==> run_1/m1.png <==
Scale bar: 20 um. Supply wires on this layer in grey.
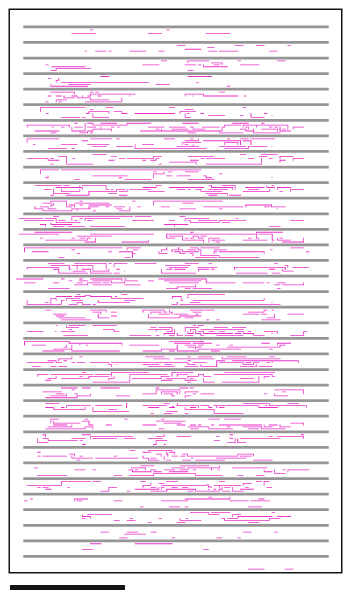
==> run_1/congestion_map.png <==
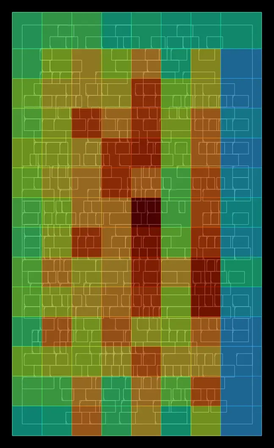
==> run_1/gates.png <==
Scale bar: 20 um.
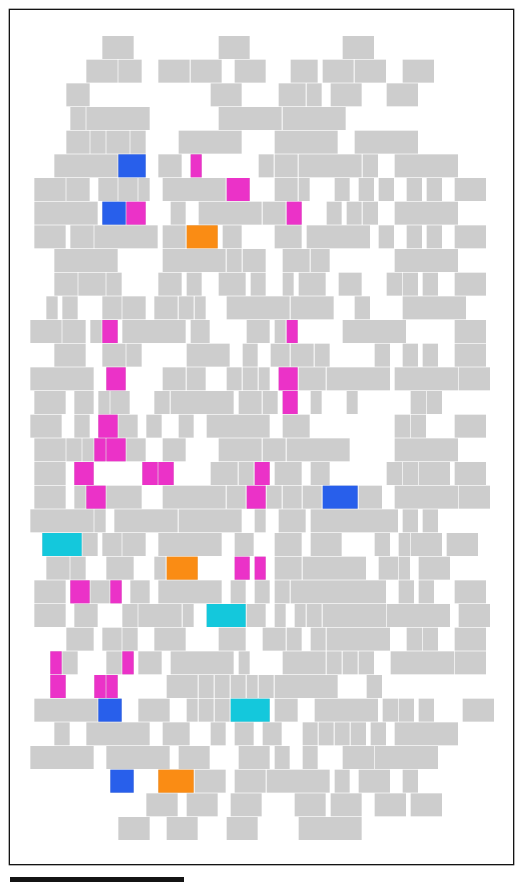
## src/rtl/gnr_pkg.sv

```systemverilog
// rtl/gnr_pkg.sv - shared widths and saturating counter helper for GRN blocks
package gnr_pkg;

    localparam int STATE_W_DEF = 1;
    localparam int CNT_W_DEF   = 16;

    // Increment holding at the all-ones value of a counter `width` bits wide (1..32).
    function automatic logic [31:0] sat_inc(input logic [31:0] val, input int unsigned width);
        logic [31:0] max_v;
        max_v = 32'hFFFF_FFFF >> (32 - width);
        return (val == max_v) ? val : val + 32'd1;
    endfunction

endpackage

```

## src/rtl/gnr_node_tracker_if.sv

```systemverilog
// rtl/gnr_node_tracker_if.sv - step strobes, candidate next states and tracked node state
interface gnr_node_tracker_if
    import gnr_pkg::*;
#(
    parameter int STATE_W = STATE_W_DEF
);

    logic               start_s0;
    logic               start_s1;
    logic [STATE_W-1:0] next_s0;
    logic [STATE_W-1:0] next_s1;
    logic [STATE_W-1:0] s0;
    logic [STATE_W-1:0] s1;
    logic [STATE_W-1:0] node_s0;
    logic [STATE_W-1:0] node_s1;
    logic               match;

    modport master (
        output start_s0, start_s1, next_s0, next_s1,
        input  s0, s1, node_s0, node_s1, match
    );

    modport slave (
        input  start_s0, start_s1, next_s0, next_s1,
        output s0, s1, node_s0, node_s1, match
    );

endinterface

```

## src/rtl/gnr_step_div.sv

```systemverilog
// rtl/gnr_step_div.sv - slow-copy phase counter, fires on every SLOW_DIV-th strobe
module gnr_step_div #(
    parameter int SLOW_DIV = 2
) (
    input  logic clk,
    input  logic rst,
    input  logic reset_nos_i,
    input  logic start_i,
    output logic fire_o
);

    localparam int PH_W = (SLOW_DIV > 1) ? $clog2(SLOW_DIV) : 1;
    localparam logic [PH_W-1:0] PH_LAST = PH_W'(SLOW_DIV - 1);

    logic [PH_W-1:0] phase_q;
    logic [PH_W-1:0] phase_d;

    assign fire_o = start_i && !rst && !reset_nos_i && (phase_q == '0);

    always_comb begin
        phase_d = phase_q;
        if (reset_nos_i) begin
            phase_d = '0;
        end else if (start_i) begin
            phase_d = (phase_q == '0) ? PH_LAST : phase_q - 1'b1;
        end
    end

    // After a hard reset the slow copy waits SLOW_DIV-1 strobes before its first step.
    always_ff @(posedge clk) begin
        if (rst) begin
            phase_q <= PH_LAST;
        end else begin
            phase_q <= phase_d;
        end
    end

endmodule

```

## src/rtl/gnr_node_tracker.sv

```systemverilog
// rtl/gnr_node_tracker.sv - tortoise/hare node state tracker with sticky attractor detector
module gnr_node_tracker
    import gnr_pkg::*;
#(
    parameter int STATE_W  = STATE_W_DEF,
    parameter int SLOW_DIV = 2,
    parameter int CNT_W    = CNT_W_DEF
) (
    input  logic               clk,
    input  logic               rst,
    input  logic               reset_nos,
    input  logic [STATE_W-1:0] init_state,
    gnr_node_tracker_if.slave  trk,
    output logic [CNT_W-1:0]   s0_steps,
    output logic [CNT_W-1:0]   s1_steps,
    output logic               cycle_found,
    output logic [CNT_W-1:0]   cycle_step
);

    logic [STATE_W-1:0] s0_q, s0_d;
    logic [STATE_W-1:0] s1_q, s1_d;
    logic [CNT_W-1:0]   s0_steps_q, s0_steps_d;
    logic [CNT_W-1:0]   s1_steps_q, s1_steps_d;
    logic               found_q, found_d;
    logic [CNT_W-1:0]   cstep_q, cstep_d;
    logic               s0_fire;
    logic               detect;

    gnr_step_div #(
        .SLOW_DIV (SLOW_DIV)
    ) u_step_div (
        .clk         (clk),
        .rst         (rst),
        .reset_nos_i (reset_nos),
        .start_i     (trk.start_s0),
        .fire_o      (s0_fire)
    );

    // Detection looks at the registered trajectories, so it lags the meeting by one cycle.
    assign detect = (s0_q == s1_q) && (s1_steps_q != '0) && !found_q;

    always_comb begin
        s0_d       = s0_q;
        s1_d       = s1_q;
        s0_steps_d = s0_steps_q;
        s1_steps_d = s1_steps_q;
        found_d    = found_q;
        cstep_d    = cstep_q;
        if (reset_nos) begin
            s0_d       = init_state;
            s1_d       = init_state;
            s0_steps_d = '0;
            s1_steps_d = '0;
            found_d    = 1'b0;
            cstep_d    = '0;
        end else begin
            if (s0_fire) begin
                s0_d       = trk.next_s0;
                s0_steps_d = CNT_W'(sat_inc(32'(s0_steps_q), CNT_W));
            end
            if (trk.start_s1) begin
                s1_d       = trk.next_s1;
                s1_steps_d = CNT_W'(sat_inc(32'(s1_steps_q), CNT_W));
            end
            if (detect) begin
                found_d = 1'b1;
                cstep_d = s1_steps_q;
            end
        end
    end

    always_ff @(posedge clk) begin
        if (rst) begin
            s0_q       <= '0;
            s1_q       <= '0;
            s0_steps_q <= '0;
            s1_steps_q <= '0;
            found_q    <= 1'b0;
            cstep_q    <= '0;
        end else begin
            s0_q       <= s0_d;
            s1_q       <= s1_d;
            s0_steps_q <= s0_steps_d;
            s1_steps_q <= s1_steps_d;
            found_q    <= found_d;
            cstep_q    <= cstep_d;
        end
    end

    assign trk.s0      = s0_q;
    assign trk.s1      = s1_q;
    assign trk.node_s0 = s0_q;
    assign trk.node_s1 = s1_q;
    assign trk.match   = (s0_q == s1_q);
    assign s0_steps    = s0_steps_q;
    assign s1_steps    = s1_steps_q;
    assign cycle_found = found_q;
    assign cycle_step  = cstep_q;

endmodule

```

## src/flat_wrapper.sv

```systemverilog
// flat-port wrapper written by rule: the top's interface ports become plain ports
module gnr_node_tracker_flat import gnr_pkg::*;
#(
    parameter int STATE_W  = STATE_W_DEF,
    parameter int SLOW_DIV = 2,
    parameter int CNT_W    = CNT_W_DEF
)
  (clk, rst, reset_nos, init_state, s0_steps, s1_steps, cycle_found, cycle_step, trk_start_s0, trk_start_s1, trk_next_s0, trk_next_s1, trk_s0, trk_s1, trk_node_s0, trk_node_s1, trk_match);
  gnr_node_tracker_if #(.STATE_W(STATE_W)) trk_i ();
  input  logic clk;
  input  logic rst;
  input  logic reset_nos;
  input  logic [STATE_W-1:0] init_state;
  output logic [CNT_W-1:0] s0_steps;
  output logic [CNT_W-1:0] s1_steps;
  output logic cycle_found;
  output logic [CNT_W-1:0] cycle_step;
  input wire logic [$bits(trk_i.start_s0)-1:0] trk_start_s0;
  input wire logic [$bits(trk_i.start_s1)-1:0] trk_start_s1;
  input wire logic [$bits(trk_i.next_s0)-1:0] trk_next_s0;
  input wire logic [$bits(trk_i.next_s1)-1:0] trk_next_s1;
  output wire logic [$bits(trk_i.s0)-1:0] trk_s0;
  output wire logic [$bits(trk_i.s1)-1:0] trk_s1;
  output wire logic [$bits(trk_i.node_s0)-1:0] trk_node_s0;
  output wire logic [$bits(trk_i.node_s1)-1:0] trk_node_s1;
  output wire logic [$bits(trk_i.match)-1:0] trk_match;
  assign trk_i.start_s0 = trk_start_s0;
  assign trk_i.start_s1 = trk_start_s1;
  assign trk_i.next_s0 = trk_next_s0;
  assign trk_i.next_s1 = trk_next_s1;
  assign trk_s0 = trk_i.s0;
  assign trk_s1 = trk_i.s1;
  assign trk_node_s0 = trk_i.node_s0;
  assign trk_node_s1 = trk_i.node_s1;
  assign trk_match = trk_i.match;
  gnr_node_tracker #(.STATE_W(STATE_W), .SLOW_DIV(SLOW_DIV), .CNT_W(CNT_W)) u_core (.clk(clk), .rst(rst), .reset_nos(reset_nos), .init_state(init_state), .trk(trk_i), .s0_steps(s0_steps), .s1_steps(s1_steps), .cycle_found(cycle_found), .cycle_step(cycle_step));
endmodule
```

## config.mk

```make
export PLATFORM = sky130hd
export DESIGN_NAME = gnr_node_tracker_flat
export DESIGN_NICKNAME = d
export VERILOG_FILES = /design/src/rtl/gnr_pkg.sv /design/src/rtl/gnr_node_tracker_if.sv /design/src/rtl/gnr_step_div.sv /design/src/rtl/gnr_node_tracker.sv /design/src/flat_wrapper.sv
export SDC_FILE = /design/constraint.sdc
export NUM_CORES = 1
export LEC_CHECK = 0
export CORE_ASPECT_RATIO = 1.75
export CORE_MARGIN = 2
export CORE_UTILIZATION = 50
export DETAILED_ROUTE_END_ITERATION = 8
export GPL_ROUTABILITY_DRIVEN = 0
export HOLD_SLACK_MARGIN = 0.12
export PLACE_DENSITY = 0.81
export SYNTH_ARGS = -nofsm -noshare
export SYNTH_HDL_FRONTEND = slang
export SYNTH_SLANG_ARGS = --single-unit
```

## constraint.sdc

```tcl
create_clock -name clk -period 3.65 [get_ports clk]
set_clock_uncertainty 0.05 [all_clocks]
set_input_delay 0.73 -clock clk [delete_from_list [all_inputs] [get_ports clk]]
set_output_delay 0.73 -clock clk [all_outputs]
set_load 0.02 [all_outputs]
```

==> out/qor.yml, run 1 <==
status:
  run_status: "finished, final reports clean"
power:
  maxPowerGroup: "sequential cells"
  powerSeq_mw: 0.577
  internal_power_mw: 0.805
  power.combinational.total_mw: 0.0721
  p_leak_nw: 0.952
placement:
  post-place-ws_ns: 0.692
final_layout:
  layout_top_cells_excl_fill_tap: "sky130_fd_sc_hd__clkdlybuf4s50_1, sky130_fd_sc_hd__dfxtp_1, sky130_fd_sc_hd__a21oi_1"
  num-clock-buffers: 5
  sequential_cell_area_um2: 1040
  non_clock_buffer_area_share: 0.192
timing:
  layout_min_cycle_time_ns: 2.62
  worst_slew_pin_slew_ns: 1.04
  post-route-worst-setup-slack_ns: 1.03
  report.final.hold_viol_count: 0
  worst_slew_margin_rel: 0.302
detailed_routing:
  routed-wl-met3_um: 227
  detail_route.first_pass.iterations: 5
  drt_drc_violations_left: 0
logic_synthesis:
  yosys.stat.seqShare: 0.411
  synth.cellmix.adderShare: 0.0148
setup_path:
  critical_path_depth: 2
  startpoint: "u_core.trk.node_s0"
  crit_path_cell_trace: "xnor2_1 > clkdlybuf4s50_1"
About m1.png:
wire length on this layer	2,330 um
nets with wire on the layer	316
longest straight run	24.4 um
share of all routed wire	37%

About congestion_map.png:
fraction of met1 tracks used by global routing: 0.245
wire length per cell after detailed routing: 15.4 um
Overall Global Routing Usage: 0.231

About gates.png:
colour	family	cells
magenta	nor cells	27
cyan	fa/ha/maj cells	3
orange	mux cells	3
blue	non-inverting ao/oa cells	5

==> run_1/m3.png <==
Scale bar: 20 um. Cells faint in the background.
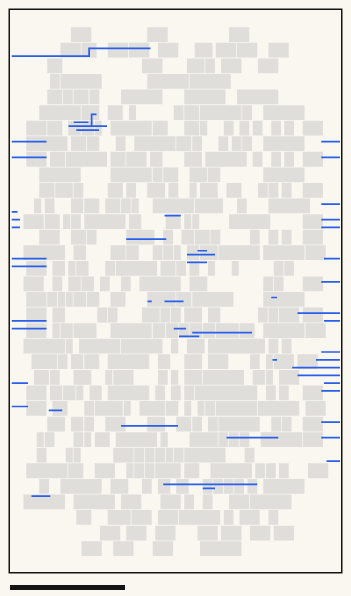

==> run 2, diff against run 1 <==
--- a/config.mk
+++ b/config.mk
@@ -7,11 +7,11 @@
 export LEC_CHECK = 0
 export CORE_ASPECT_RATIO = 1.75
 export CORE_MARGIN = 2
-export CORE_UTILIZATION = 50
+export CORE_UTILIZATION = 44
 export DETAILED_ROUTE_END_ITERATION = 8
 export GPL_ROUTABILITY_DRIVEN = 0
 export HOLD_SLACK_MARGIN = 0.12
-export PLACE_DENSITY = 0.81
+export PLACE_DENSITY = 0.75
 export SYNTH_ARGS = -nofsm -noshare
 export SYNTH_HDL_FRONTEND = slang
 export SYNTH_SLANG_ARGS = --single-unit
==> constraint.sdc (replaced) <==
create_clock -name clk -period 2.3 [get_ports clk]
set_clock_uncertainty 0.05 [all_clocks]
set_input_delay 0.46 -clock clk [delete_from_list [all_inputs] [get_ports clk]]
set_output_delay 0.46 -clock clk [all_outputs]
set_load 0.02 [all_outputs]
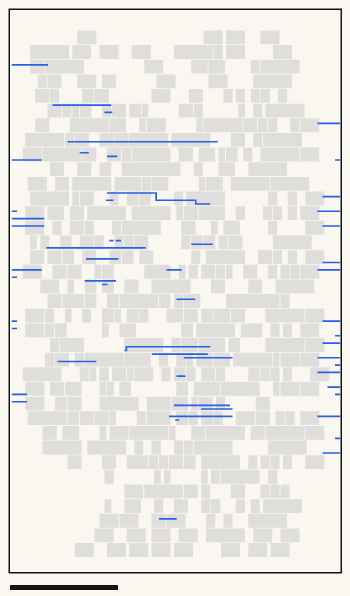
(run_2/m3.png)
Scale bar: 20 um. Cells faint in the background.
wire length on this layer	262 um
nets with wire on the layer	46
main direction	horizontal
longest straight run	27.6 um
share of all routed wire	3.8%

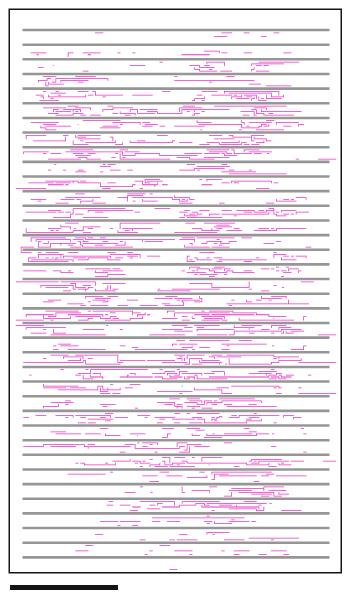
(run_2/m1.png)
Scale bar: 20 um. Supply wires on this layer in grey.
main direction	horizontal
wire length on this layer	2,610 um
share of all routed wire	38%
nets with wire on the layer	355
longest straight run	17.0 um

==> run 2 against run 1 <==
  * Setup slack got worse by 0.96 ns
  * Synthesized area did not move
  * Utilization fell by 3.0 points
  * Power rose by 63%
  * Clock power rose by 66%
  * Cell count rose by 13%
  * Via count rose by 4.6%
  * Sequential share of layout area fell by 2.4 points
  * Die area rose by 13%
==> out/qor.yml, run 2 <==
logic_synthesis:
  yosys.stat.seqShare: 0.411
  synth.cellmix.adderShare: 0.0148
floorplanning:
  chipHeight_um: 104
detailed_routing:
  routed-wl-met3_um: 261
  detail_route.first_pass.iterations: 4
timing:
  worst_slew_pin_slew_ns: 0.658
  worst_slew_margin_rel: 0.557
  report.final.hold_viol_count: 0
  post-route-worst-setup-slack_ns: 0.0695
  layout_min_cycle_time_ns: 2.23
power:
  internal_power_mw: 1.33
  powerSeq_mw: 0.912
  power.combinational.total_mw: 0.139
  p_leak_nw: 1.10
  maxPowerGroup: "sequential cells"
global_routing:
  fraction_of_met1_tracks_used_by_global_routing: 0.253
  met2_usage: 0.411
  globalRouteTotalUtil: 0.227
setup_path:
  crit_path_cell_trace: "clkdlybuf4s50_1 > or2_4 > or4_4 > or4_1 > a21oi_1"
  critical_path_depth: 5
  startpoint: "reset_nos"
  cp_data_required_time_ns: 2.49
placement:
  post-place-ws_ns: -0.254
final_layout:
  non_clock_buffer_area_share: 0.240
  num-clock-buffers: 6
  layout-area-overhead-vs-synth_pct: 37.5
  layout_top_cells_excl_fill_tap: "sky130_fd_sc_hd__clkdlybuf4s50_1, sky130_fd_sc_hd__dfxtp_1, sky130_fd_sc_hd__a21oi_1"
status:
  run_status: "finished, final reports clean"
==> run_2/congestion_map.png <==
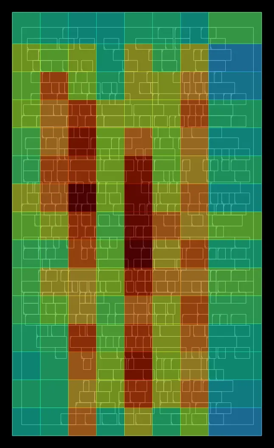

==> run 3, diff against run 2 <==
--- a/config.mk
+++ b/config.mk
@@ -6,7 +6,6 @@
 export NUM_CORES = 1
 export LEC_CHECK = 0
 export CORE_ASPECT_RATIO = 1.75
-export CORE_MARGIN = 2
 export CORE_UTILIZATION = 44
 export DETAILED_ROUTE_END_ITERATION = 8
 export GPL_ROUTABILITY_DRIVEN = 0
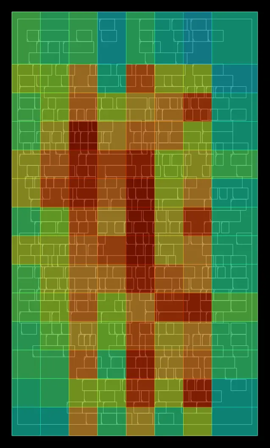
(run_3/congestion_map.png)
wire length per cell after detailed routing: 14.9 um
core utilization of the finished layout: 0.622
Overall Global Routing Usage: 0.242
grt peak-use layer: met2

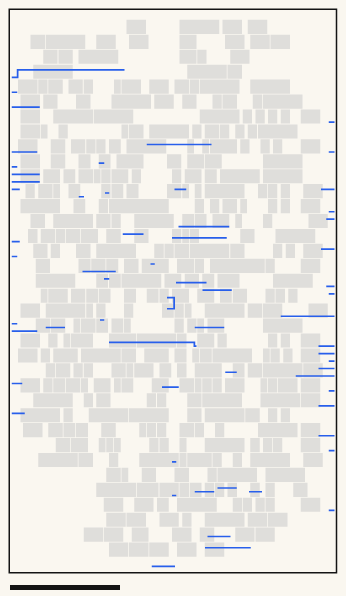
(run_3/m3.png)
Scale bar: 20 um. Cells faint in the background.
main direction	horizontal
wire length on this layer	208 um

==> run 3 against run 2 <==
  * Cell count down 0.66%
  * Largest power group unchanged
  * Synthesized area unchanged
  * Global-route usage up 1.5 points
  * Register-to-register slack about the same
  * Clock-buffer cell count down 1
  * Setup slack better by 0.062 ns
  * Power down 1.5%
  * First-iteration DRC count down 50%
  * Flip-flop count unchanged
  * Critical endpoint is now u_core.s0_steps[8]
  * Utilization down 0.080 points
  * Final area down 0.93%
==> out/qor.yml, run 3 <==
setup_path:
  cp_data_required_time_ns: 2.49
  crit_path_cell_trace: "clkdlybuf4s50_1 > or2_4 > buf_4 > or3_1 > or4_1 > a21oi_1"
  critical_path_depth: 6
  cp-start-kind: "primary input"
  startpoint: "reset_nos"
power:
  clock_power_share: 0.376
  maxPowerGroup: "sequential cells"
  internal_power_mw: 1.29
  power.combinational.total_mw: 0.138
  powerSeq_mw: 0.912
timing:
  worst_slew_pin_slew_ns: 0.696
  report.final.hold_viol_count: 0
  post-route-worst-setup-slack_ns: 0.131
  worst_slew_margin_rel: 0.532
global_routing:
  met2_usage: 0.453
  fraction_of_met1_tracks_used_by_global_routing: 0.251
logic_synthesis:
  avgSynthCellArea_um2: 8.36
  yosys.stat.seqShare: 0.411
  synth.cellmix.adderShare: 0.0148
  post_synth_and_or_nand_nor_area_fraction: 0.267
final_layout:
  layout_top_cells_excl_fill_tap: "sky130_fd_sc_hd__clkdlybuf4s50_1, sky130_fd_sc_hd__dfxtp_1, sky130_fd_sc_hd__a21oi_1"
  non_clock_buffer_area_share: 0.236
  sequential_cell_area_um2: 1040
  layout-area-overhead-vs-synth_pct: 36.2
  num-clock-buffers: 5
status:
  run_status: "finished, final reports clean"
floorplanning:
  chipHeight_um: 102
placement:
  post-place-ws_ns: -0.266
detailed_routing:
  routed-wl-met3_um: 207
  detail_route.first_pass.iterations: 4
Power is estimated from default activity; no workload was simulated.
